===== src/rtl/forest_vote_accum.sv =====
// forest_vote_accum
// Collects one sample of 1-bit tree votes, tallies them per class one tree
// per cycle, then scans the tallies for the winning class (lowest index wins
// on equal counts) and offers the result on a valid/ready handshake.
module forest_vote_accum #(
  parameter int N_CLASSES = 5,
  parameter int N_TREES   = 3,
  localparam int CW = $clog2(N_TREES + 1),
  localparam int IW = $clog2(N_CLASSES)
) (
  input  logic                         clk,
  input  logic                         rst,
  input  logic                         in_valid,
  output logic                         in_ready,
  input  logic [N_CLASSES*N_TREES-1:0] votes,
  output logic                         out_valid,
  input  logic                         out_ready,
  output logic [IW-1:0]                out_class,
  output logic [CW-1:0]                out_count,
  output logic                         out_tie
);

  // Tree index needs at least one bit even for a single tree.
  localparam int TW = (N_TREES > 1) ? $clog2(N_TREES) : 1;

  localparam logic [1:0] IDLE   = 2'd0;
  localparam logic [1:0] COUNT  = 2'd1;
  localparam logic [1:0] ARGMAX = 2'd2;
  localparam logic [1:0] OUT    = 2'd3;

  logic [1:0]                   state_reg;
  logic [N_CLASSES*N_TREES-1:0] votes_reg;
  logic [TW-1:0]                t_reg;
  logic [IW-1:0]                k_reg;
  logic [CW-1:0]                cnt_reg [N_CLASSES];
  logic [CW-1:0]                best_reg, best_next;
  logic [IW-1:0]                best_idx_reg, best_idx_next;
  logic                         tie_reg, tie_next;
  logic [CW-1:0]                cnt_k;
  logic [N_CLASSES-1:0]         vote_bit;
  logic                         accept;
  logic                         t_last;
  logic                         k_last;

  assign in_ready  = (state_reg == IDLE);
  assign out_valid = (state_reg == OUT);
  assign accept    = in_valid & in_ready;
  assign t_last    = (t_reg == TW'(N_TREES - 1));
  assign k_last    = (k_reg == IW'(N_CLASSES - 1));

  // Pick out the vote of tree t for every class from the captured sample.
  for (genvar gi = 0; gi < N_CLASSES; gi++) begin : g_vote
    logic [N_TREES-1:0] class_votes;
    assign class_votes  = votes_reg[gi*N_TREES +: N_TREES];
    assign vote_bit[gi] = class_votes[t_reg];
  end

  // One argmax step: fold cnt[k] into the running best; only a strictly
  // greater count displaces the current leader, so lower indices win ties.
  always_comb begin
    cnt_k         = cnt_reg[k_reg];
    best_next     = best_reg;
    best_idx_next = best_idx_reg;
    tie_next      = tie_reg;
    if (k_reg == '0) begin
      best_next     = cnt_k;
      best_idx_next = '0;
      tie_next      = 1'b0;
    end else if (cnt_k > best_reg) begin
      best_next     = cnt_k;
      best_idx_next = k_reg;
      tie_next      = 1'b0;
    end else if (cnt_k == best_reg) begin
      tie_next      = 1'b1;
    end
  end

  // Per-class vote counters: cleared on accept, one tree added per COUNT cycle.
  always_ff @(posedge clk) begin
    for (int c = 0; c < N_CLASSES; c++) begin
      if (rst || accept) begin
        cnt_reg[c] <= '0;
      end else if (state_reg == COUNT) begin
        cnt_reg[c] <= cnt_reg[c] + CW'(vote_bit[c]);
      end
    end
  end

  // Control FSM with sample capture, argmax registers and the result holding stage.
  always_ff @(posedge clk) begin
    if (rst) begin
      state_reg    <= IDLE;
      votes_reg    <= '0;
      t_reg        <= '0;
      k_reg        <= '0;
      best_reg     <= '0;
      best_idx_reg <= '0;
      tie_reg      <= 1'b0;
      out_class    <= '0;
      out_count    <= '0;
      out_tie      <= 1'b0;
    end else begin
      case (state_reg)
        IDLE: begin
          if (accept) begin
            votes_reg <= votes;
            t_reg     <= '0;
            state_reg <= COUNT;
          end
        end
        COUNT: begin
          if (t_last) begin
            t_reg     <= '0;
            k_reg     <= '0;
            state_reg <= ARGMAX;
          end else begin
            t_reg <= t_reg + 1'b1;
          end
        end
        ARGMAX: begin
          best_reg     <= best_next;
          best_idx_reg <= best_idx_next;
          tie_reg      <= tie_next;
          if (k_last) begin
            k_reg     <= '0;
            out_class <= best_idx_next;
            out_count <= best_next;
            out_tie   <= tie_next;
            state_reg <= OUT;
          end else begin
            k_reg <= k_reg + 1'b1;
          end
        end
        default: begin
          if (out_ready) begin
            state_reg <= IDLE;
          end
        end
      endcase
    end
  end

endmodule

===== config.mk =====
export PLATFORM = sky130hd
export DESIGN_NAME = forest_vote_accum
export DESIGN_NICKNAME = d
export VERILOG_FILES = /design/src/rtl/forest_vote_accum.sv
export SDC_FILE = /design/constraint.sdc
export NUM_CORES = 1
export LEC_CHECK = 0
export ABC_AREA = 1
export CAP_MARGIN = 20
export CORE_AREA = 5 5 71 73
export CTS_CLUSTER_DIAMETER = 100
export CTS_CLUSTER_SIZE = 24
export DETAILED_ROUTE_END_ITERATION = 10
export DIE_AREA = 0 0 76 78
export GPL_TIMING_DRIVEN = 0
export PLACE_DENSITY = 0.78
export SLEW_MARGIN = 20
export SYNTH_ARGS = -nofsm -noshare
export SYNTH_HDL_FRONTEND = slang
export SYNTH_SLANG_ARGS = --single-unit

===== constraint.sdc =====
create_clock -name clk -period 2.8 [get_ports clk]
set_input_delay 0.56 -clock clk [delete_from_list [all_inputs] [get_ports clk]]
set_output_delay 0.56 -clock clk [all_outputs]
set_load 0.02 [all_outputs]

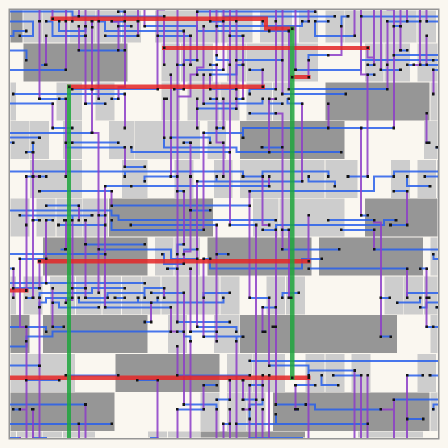
Figure 1: run 1, close-up of the layout.
Window x 23 to 53, y 24 to 54 um. Cells in gray, sequential cells in the stronger gray; small squares are vias.
Blue shows M1. Red shows M3. Purple shows M2. Green shows M4.
84 logic cells have their middle in the window. Sequential cells in the window: 12. Most frequent: nand2_1 (13), inv_1 (10), dfxtp_1 (10). Netlist names of flops here include cnt_reg (2), k_reg (2), t_reg (2).

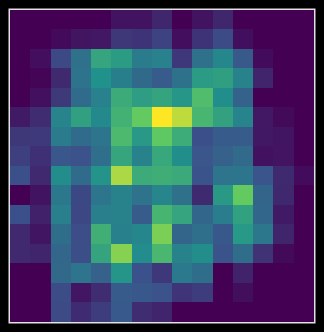
Figure 2: run 1, signal metal coverage by tile.
(4 px per um) 15 x 16 tiles, from dark purple (low) to yellow (high), scaled to the fullest tile. Values are wire area over tile area, all layers added.
The densest ninth of the die: center. 23% of the tiles are nearly empty. 16% of the tiles are over half the peak. The mean over all tiles is 0.12. The fullest tile reaches 0.47.
vias: 1890
WL per Instance: 12.1 um
global router's overall resource usage: 0.164

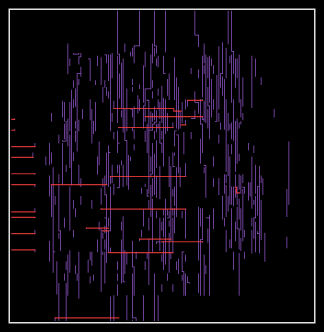
Figure 3: run 1, wiring by layer.
(4 px per um) Only two layers are drawn.
Purple shows M2, wire length 2140 um. Red shows M3, wire length 210 um.
wirelength, routed: 4.56 mm

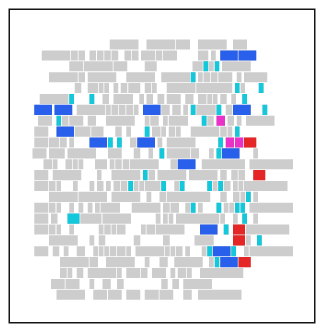
Figure 4: run 1, gate families picked out.
(4 px per um)
Blue shows fa/ha/maj cells, cells 14, most used ha_1. Red shows xor and xnor cells, cells 5, most used xnor2_1. Cyan shows inv cells, cells 38, most used inv_1. Magenta shows and/or cells, cells 3, most used or2_2.
fin cells: 377
most frequently placed logic cell in the final layout: sky130_fd_sc_hd__nand2_1
fraction of area in multi-input gates: 0.400

==> Changelog: implementation, run 1 <==
### Metrics

- Critical path startpoint category: flop
- Netlist area before placement: about 0.0024 mm^2
- Number of top-level design ports: 27
- Total number of placement rows: 24
- Async S/R FF share, synth: 0
- Root cell of the clock tree: sky130_fd_sc_hd__clkbuf_8
- Initial DRT Pass Iterations: 4
- Routability-driven placement congestion ratio: 0.770
- Yosys Chip Area: 0.00236 mm^2
- Post-CTS setup buffer count: 0
- Setup TNS after final layout: 0 ps
- Wire length of the first global-routing pass: approximately 8 mm
- Half-perimeter wire length after detailed placement: 3.39 mm
- Final critical delay including setup and external delays: 2260 ps
- Hold/Removal Path Class: flop to flop
- Most common library cells after synthesis: sky130_fd_sc_hd__nand2_1 (43), sky130_fd_sc_hd__nor2_1 (38), sky130_fd_sc_hd__dfxtp_1 (37), sky130_fd_sc_hd__inv_1 (26), sky130_fd_sc_hd__o21ai_0 (19)
- Antenna violations before repair: 0
- Register-to-Register Setup Slack: 690 ps
- CTS H-tree lvls: 2
- Later-pin clock latency in the skew report: 300 ps
- Sequential share of power: 0.395
- Yosys top cell by area: sky130_fd_sc_hd__dfxtp_1
- Floorplan die height: 78 um
- Die footprint: 0.00593 mm^2
- Nets at Floorplan: 324
- Pint: 0.00151 W
- Post-route fraction of the period consumed by the critical path: 0.807
- Highest clock rate: 443 MHz
- Antenna Cells: 0
- Final Hold Viols: 0
- CTS tree: yes
- Cell area leaders: sky130_fd_sc_hd__dfxtp_1 (31%), sky130_fd_sc_hd__edfxtp_1 (13%), sky130_fd_sc_hd__ha_1 (7.4%), sky130_fd_sc_hd__nand2_1 (6.8%), sky130_fd_sc_hd__nor2_1 (6.0%)
- Met3 GRT Util: 0.0347
- Synth Instances: roughly 290
- Number of hold-repair buffers added at the cts stage: 0
- Slew at the pin closest to its max-slew limit: 498 ps
- Number of filler cells placed in the layout: 387
- Most frequent cell after synthesis: sky130_fd_sc_hd__nand2_1
- Number of DRC violations after detailed-routing iteration 0: 85
- Flops & latches, synth: ~47
- Number of clock buffers inserted by TritonCTS: 5
- Clock net sink count: 47
- Tally of nets with antenna violations remaining after routing: 0
- Maximum number of pins on one net before global-route repair: 15
- Critical Path Fanout Max: 5
- Cell Area, Placed: 0.00268 mm^2
- Outcome: finished clean
- Tally of OpenROAD warnings: 31
- VDD IR-drop max: ~450 uV
- Total of warnings raised by yosys: 0
- Areal power density over the cells: around 910 mW/mm^2
- Remaining global-route overflow: 0
- Post-route core utilization: 0.649
- Clock tree buffer depth: 2
- Kind of end point of the critical path: primary output
- Count of final max-slew check failures: 0
- Number of nets in the layout: roughly 360
- Portion of synthesized cell area occupied by the leading cell type: 0.314
- Met2 demand-to-capacity share in global routing: 0.271
- Worst-path clk slew: 80 ps
- DRC violations left: 0
- Sequential element share of the synthesized area: 0.441
- Setup Viol. Count Final: 0
- Standard cell core area: approximately 0.0043 mm^2
- Fraction of layout instances using a drive strength above 1: 0.163
- Routing layer with the top usage in global route: met2
- Number of placed instances with taps included: 369
- Routing usage on met1: 0.207
- Data arrival time of the critical path: 1700 ps
- Leakage power figure: 1.18 nW
- Synthesized area per cell: slightly above 8 um^2
- Synth-to-layout area growth: 18.1%
- Via count of the first global-routing pass: 1806
- Yosys stat cell total: 291
- Proportion of total power due to net switching: 0.400
- Initial Utilization: 0.549
## run 1: critical path: stages (launching register included)
cell	delay [ps]
sky130_fd_sc_hd__dfxtp_1	360
sky130_fd_sc_hd__inv_1	100
sky130_fd_sc_hd__ha_1	290
sky130_fd_sc_hd__clkdlybuf4s50_1	650
## run 1: metrics by stage
stage,power (W),hold WS [ps],setup slack (ps)
6_report,0.00253,486,541
5_1_grt,0.00272,514,439
4_1_cts,0.00254,494,528
3_5_place_dp,0.00208,474,489
3_3_place_gp,0.00204,464,495
2_1_floorplan,0.00182,453,1050
## run 1: kinds of logic after synthesis
group           count (synthesis)  share of synthesized area
buf+inv                        46                     0.0865
fa+ha+maj                      14                     0.0743
simple gates                  125                      0.244
flops                          47                      0.441
compound gates                 54                      0.136
xor+xnor                        5                     0.0186
## run 1: layer usage
metal  vias to the layer above  routed length (um)
li1                       1001                   -
met1                       846                2140
met2                        38                2140
met3                         5                 209
met4                         0                  72
met5                         -                   0
## run 1: layout by cell type (no fill, tap or decap), drive strengths merged, types with 2 or more instances in the layout
cell type,count
nor2,51
clkdlybuf4s50,26
a21oi,14
or2,3
nand2,49
nand3,19
nand4,2
ha,14
xnor2,5
dfxtp,37
edfxtp,10
clkbuf,11
buf,5
o21ai,36
inv,38
## run 1: path summary, 6_finish.rpt
check,startpoint,to,cells past startpoint
worst min-delay path,votes_reg[6]$_SDFFE_PP0P_,votes_reg[6]$_SDFFE_PP0P_,2
worst max-delay path,state_reg[0]$_SDFFE_PP0P_,in_ready,3
worst min register to register,votes_reg[6]$_SDFFE_PP0P_,votes_reg[6]$_SDFFE_PP0P_,2
worst max register to register,state_reg[0]$_SDFFE_PP0P_,cnt_reg[1][1]$_SDFFCE_PN0P_,5
## run 1: cell type report
type / count / area (um^2) / share of cell area
Tap cell: 52 / 65.1 / 0.0234
Sequential cell: 47 / 1040 / 0.374
Clock buffer: 8 / 101 / 0.0364
Timing Repair Buffer: 26 / 260 / 0.0934
Multi-Input combinational cell: 198 / 1110 / 0.400
Inverter: 38 / 148 / 0.0530
Buffer: 8 / 56.3 / 0.0202
## run 1: power by group through the flow
stage	clock [W]	sequential, W	combinational [W]
6_report	0.000458	0.000999	0.00107
4_1_cts	0.000466	0.00100	0.00107
3_3_place_gp	0	0.00101	0.00104
5_1_grt	0.000488	0.00102	0.00121
2_1_floorplan	0	0.000985	0.000840
3_5_place_dp	0	0.00101	0.00106
==> run 2, diff against run 1 <==
--- a/config.mk
+++ b/config.mk
@@ -7,13 +7,13 @@
 export LEC_CHECK = 0
 export ABC_AREA = 1
 export CAP_MARGIN = 20
-export CORE_AREA = 5 5 71 73
+export CORE_AREA = 5 5 72 74
 export CTS_CLUSTER_DIAMETER = 100
 export CTS_CLUSTER_SIZE = 24
 export DETAILED_ROUTE_END_ITERATION = 10
-export DIE_AREA = 0 0 76 78
+export DIE_AREA = 0 0 77 79
 export GPL_TIMING_DRIVEN = 0
-export PLACE_DENSITY = 0.78
+export PLACE_DENSITY = 0.76
 export SLEW_MARGIN = 20
 export SYNTH_ARGS = -nofsm -noshare
 export SYNTH_HDL_FRONTEND = slang
==> constraint.sdc (replaced) <==
create_clock -name clk -period 2.26 [get_ports clk]
set_input_delay 0.452 -clock clk [delete_from_list [all_inputs] [get_ports clk]]
set_output_delay 0.452 -clock clk [all_outputs]
set_load 0.02 [all_outputs]
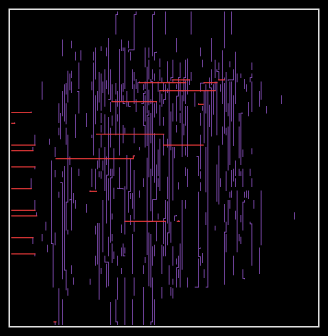
Figure 5: run 2, wiring by layer.
(4 px per um) Only two layers are drawn.
Red shows M3, wire length 156 um. Purple shows M2, wire length 2050 um.
vias: 1865
wirelength, routed: 4.47 mm
WL per Instance: 11.8 um

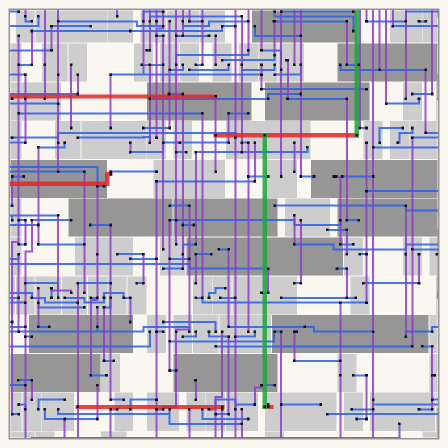
Figure 6: run 2, close-up of the layout.
Window x 24 to 54, y 24 to 54 um. Cells in gray, sequential cells in the stronger gray; small squares are vias.
Purple shows M2. Green shows M4. Blue shows M1. Red shows M3.
Sequential cells in the window: 14. 75 logic cells have their middle in the window. Netlist names of flops here include cnt_reg (3), k_reg (3), votes_reg (3). Most frequent: nor2_1 (11), dfxtp_1 (11), nand2_1 (10).

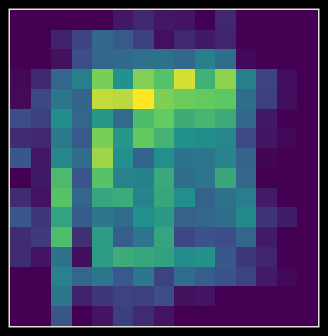
Figure 7: run 2, signal metal coverage by tile.
(4 px per um) 15 x 16 tiles, from dark purple (low) to yellow (high), scaled to the fullest tile. Values are wire area over tile area, all layers added.
The densest ninth of the die: center. The fullest tile reaches 0.43. The mean over all tiles is 0.12.
global router's overall resource usage: 0.156

==> run 2 against run 1 <==
Against the previous run:
- flip-flop count unchanged
- synthesized cell count unchanged
- total power increased by 21%
- critical endpoint unchanged
- cell count increased by 0.53%
- largest power group unchanged
- clock skew decreased by 2.2 ps
- critical path depth unchanged
- sequential power increased by 23%
==> Changelog: implementation, run 2 <==
### Metrics

- Outcome: finished clean
- Async S/R FF share, synth: 0 (unchanged)
- Initial DRT Pass Iterations: 4 (unchanged)
- DRC violations left: 0 (unchanged)
- Synthesized area per cell: 8.10 um^2 (unchanged)
- Fraction of layout instances using a drive strength above 1: 0.169 (+0.00615)
- Yosys top cell by area: sky130_fd_sc_hd__dfxtp_1
- Count of flip-flops with a built-in enable after synthesis: 10
- Via count of the first global-routing pass: 1749 (-3.2%)
- Number of clock buffers inserted by TritonCTS: 5 (unchanged)
- Cell area leaders: sky130_fd_sc_hd__dfxtp_1 (31%), sky130_fd_sc_hd__edfxtp_1 (13%), sky130_fd_sc_hd__ha_1 (7.4%), sky130_fd_sc_hd__nand2_1 (6.8%), sky130_fd_sc_hd__nor2_1 (6.0%)
- Post-route fraction of the period consumed by the critical path: 0.944
- Netlist area before placement: 0.00236 mm^2 (unchanged)
- Most frequently placed logic cell in the final layout: sky130_fd_sc_hd__nand2_1
- Slew at the pin closest to its max-slew limit: 428 ps (-70.5 ps)
- Areal power density over the cells: 1100 mW/mm^2 (+22%)
- Hold/Removal Path Class: flop to flop
- Final Hold Viols: 0 (unchanged)
- Remaining global-route overflow: 0 (unchanged)
- Clock tree buffer depth: 2 (unchanged)
- Kind of end point of the critical path: primary output
- Flops & latches, synth: 47 (unchanged)
- Data arrival time of the critical path: 1680 ps (-20 ps)
- Sequential element share of the synthesized area: 0.441 (unchanged)
- Later-pin clock latency in the skew report: 300 ps (about the same)
- Proportion of total power due to net switching: 0.409 (+0.00899)
- Storage element area: 0.00104 mm^2 (unchanged)
- Tally of OpenROAD warnings: 31 (unchanged)
- Kind of critical path: flop to primary output
- Worst Hold Slack: 488 ps (+2.20 ps)
- Setup repair after global routing missed its margin: no
- Number of top-level design ports: 27 (unchanged)
- Floorplan die height: 79 um (+1.3%)
- Synth-to-layout area growth: 17.7%
- Number of nets in the layout: 357 (unchanged)
- Clock net sink count: 47 (unchanged)
- Portion of synthesized cell area occupied by the leading cell type: 0.314 (unchanged)
- Count of final max-slew check failures: 0 (unchanged)
- Die width: 77 um
- Pint: 0.00181 W (+20%)
- CTS H-tree lvls: 2 (unchanged)
- Worst hold path cell count: 2 (unchanged)
- Clock share of power: 0.160
- CTS tree: yes
- Required time at the worst-slack endpoint: 1810 ps
- Critical path startpoint category: flop
- Leakage power figure: 1.17 nW (-0.52%)
- Yosys Chip Area: 0.00236 mm^2 (unchanged)
- Final critical delay including setup and external delays: 2130 ps
- VDD IR-drop max: 689 uV (+53%)
- Most frequent cell after synthesis: sky130_fd_sc_hd__nand2_1
- Total number of placement rows: 25 (+4.2%)
- Worst reg-to-reg path cell count: 14 (+9)
- Maximum number of pins on one net before global-route repair: 14 (-1)
- Standard cell core area: 0.00454 mm^2 (+5.6%)
- Nets at Floorplan: 324 (unchanged)
- Top Layout Cells: sky130_fd_sc_hd__nand2_1 (43), sky130_fd_sc_hd__nor2_1 (37), sky130_fd_sc_hd__dfxtp_1 (37)
- Highest clock rate: approximately 470 MHz
- Number of DRC violations after detailed-routing iteration 0: 121 (+42%)
- Max_slew headroom: 0.715
- Tally of nets with antenna violations remaining after routing: 0 (unchanged)
- Antenna Cells: 0 (unchanged)
- Synth Instances: 291 (unchanged)
- Main flop type after synthesis: sky130_fd_sc_hd__dfxtp_1
- Via count normalized by instance count: 4.92
- Max Cap Viol: 0
- Sequential share of power: 0.402 (+0.007)
- Yosys stat cell total: 291 (unchanged)
- Worst-path clk slew: 90 ps (about the same)
- Wire length of the first global-routing pass: 7.67 mm (-4.2%)
- Setup Viol. Count Final: 0 (unchanged)
- Antenna violations before repair: 0 (unchanged)
- Most common library cells after synthesis: sky130_fd_sc_hd__nand2_1 (43), sky130_fd_sc_hd__nor2_1 (38), sky130_fd_sc_hd__dfxtp_1 (37), sky130_fd_sc_hd__inv_1 (26), sky130_fd_sc_hd__o21ai_0 (19)
- Port Buffer Count: 26
- Count of cell types in the netlist: 35
- Total of warnings raised by yosys: 0 (unchanged)
- Post-route core utilization: 0.612 (-0.0367)
- Max reg flops: 15
- Critical Path Fanout Max: 5 (unchanged)
- Number of filler cells placed in the layout: 388 (+0.26%)
- Half-perimeter wire length after detailed placement: 3.33 mm (-1.7%)
- Initial Utilization: 0.520 (-0.0292)
- Switching power total: 0.00126 W
- Combined area of the multi-input logic cells: 0.00112 mm^2 (+0.67%)
- Clock Skews: 6.50 ps
- Number of hold-repair buffers added at the cts stage: 0 (unchanged)
- Root cell of the clock tree: sky130_fd_sc_hd__clkbuf_8
- Die footprint: 0.00608 mm^2 (+2.6%)
- Routability-driven placement congestion ratio: 0.839 (+9.0%)
- Combinational power share: 0.438
-- run 2: power groups by stage --
stage | combinational, W | sequential [W] | clock (W)
after floorplan | 0.00104 | 0.00122 | 0
after global placement | 0.00129 | 0.00125 | 0
after detailed placement | 0.00132 | 0.00125 | 0
after CTS | 0.00133 | 0.00124 | 0.000500
after global routing | 0.00151 | 0.00126 | 0.000537
final | 0.00134 | 0.00123 | 0.000490
-- run 2: worst max-delay path, stage by stage, from the launching register on --
cell and delay (ps):
sky130_fd_sc_hd__dfxtp_1 360, sky130_fd_sc_hd__inv_1 90, sky130_fd_sc_hd__ha_1 280, sky130_fd_sc_hd__clkdlybuf4s50_1 650
-- run 2: path summary, 6_finish.rpt --
check                            startpoint                         to  slack [ps]
setup / recovery  state_reg[0]$_SDFFE_PP0P_                   in_ready         130
hold / removal    votes_reg[3]$_SDFFE_PP0P_  votes_reg[3]$_SDFFE_PP0P_         490
setup reg to reg                       flop   best_reg[0]$_SDFFE_PP0P_         270
hold reg to reg   votes_reg[3]$_SDFFE_PP0P_  votes_reg[3]$_SDFFE_PP0P_         490
-- run 2: layer usage --
layer | track usage | vias to the layer above | routed length (um) | share of wire
li1 | - | 1005 | - | -
met1 | 0.211 | 818 | 2180 | 0.49
met2 | 0.245 | 34 | 2050 | 0.46
met3 | 0.0238 | 8 | 155 | 0.035
met4 | 0.0722 | 0 | 84 | 0.019
met5 | 0 | - | 0 | 0
-- run 2: metrics by stage --
| step | cells | area [um^2] | setup slack, ps | total power, W | setup TNS (ps) |
|---|---|---|---|---|---|
| finish | 379 | 2780 | 127 | 0.00307 | 0 |
| global route | 379 | 2780 | 28.3 | 0.00331 | 0 |
| CTS | 379 | 2770 | 32.5 | 0.00306 | 0 |
| detailed placement | 371 | 2690 | -19.8 | 0.00257 | -194 |
| global placement | 371 | 2690 | 55.8 | 0.00253 | 0 |
| floorplan | 291 | 2360 | 509 | 0.00226 | 0 |
-- run 2: area by class of cell --
type                       count  share of cell area
multi-input combinational    198               0.404
sequential                    47               0.375
timing repair buffer          26              0.0938
inverter                      38              0.0532
clock buffer                   7              0.0275
tap                           54              0.0243
buffer                         8              0.0203
clock inverter                 1             0.00180
-- run 2: timing repair --
item	CTS	global route
setup endpoints to repair	0	11
gates resized	0	2
setup buffers	0	0
-- run 2: kinds of logic after synthesis --
group	after synthesis	share of synthesized area
xor+xnor	5	0.0186
flops	47	0.441
compound gates	54	0.136
fa+ha+maj	14	0.0743
simple gates	125	0.244
buf+inv	46	0.0865
Power and IR drop assume default switching activity.
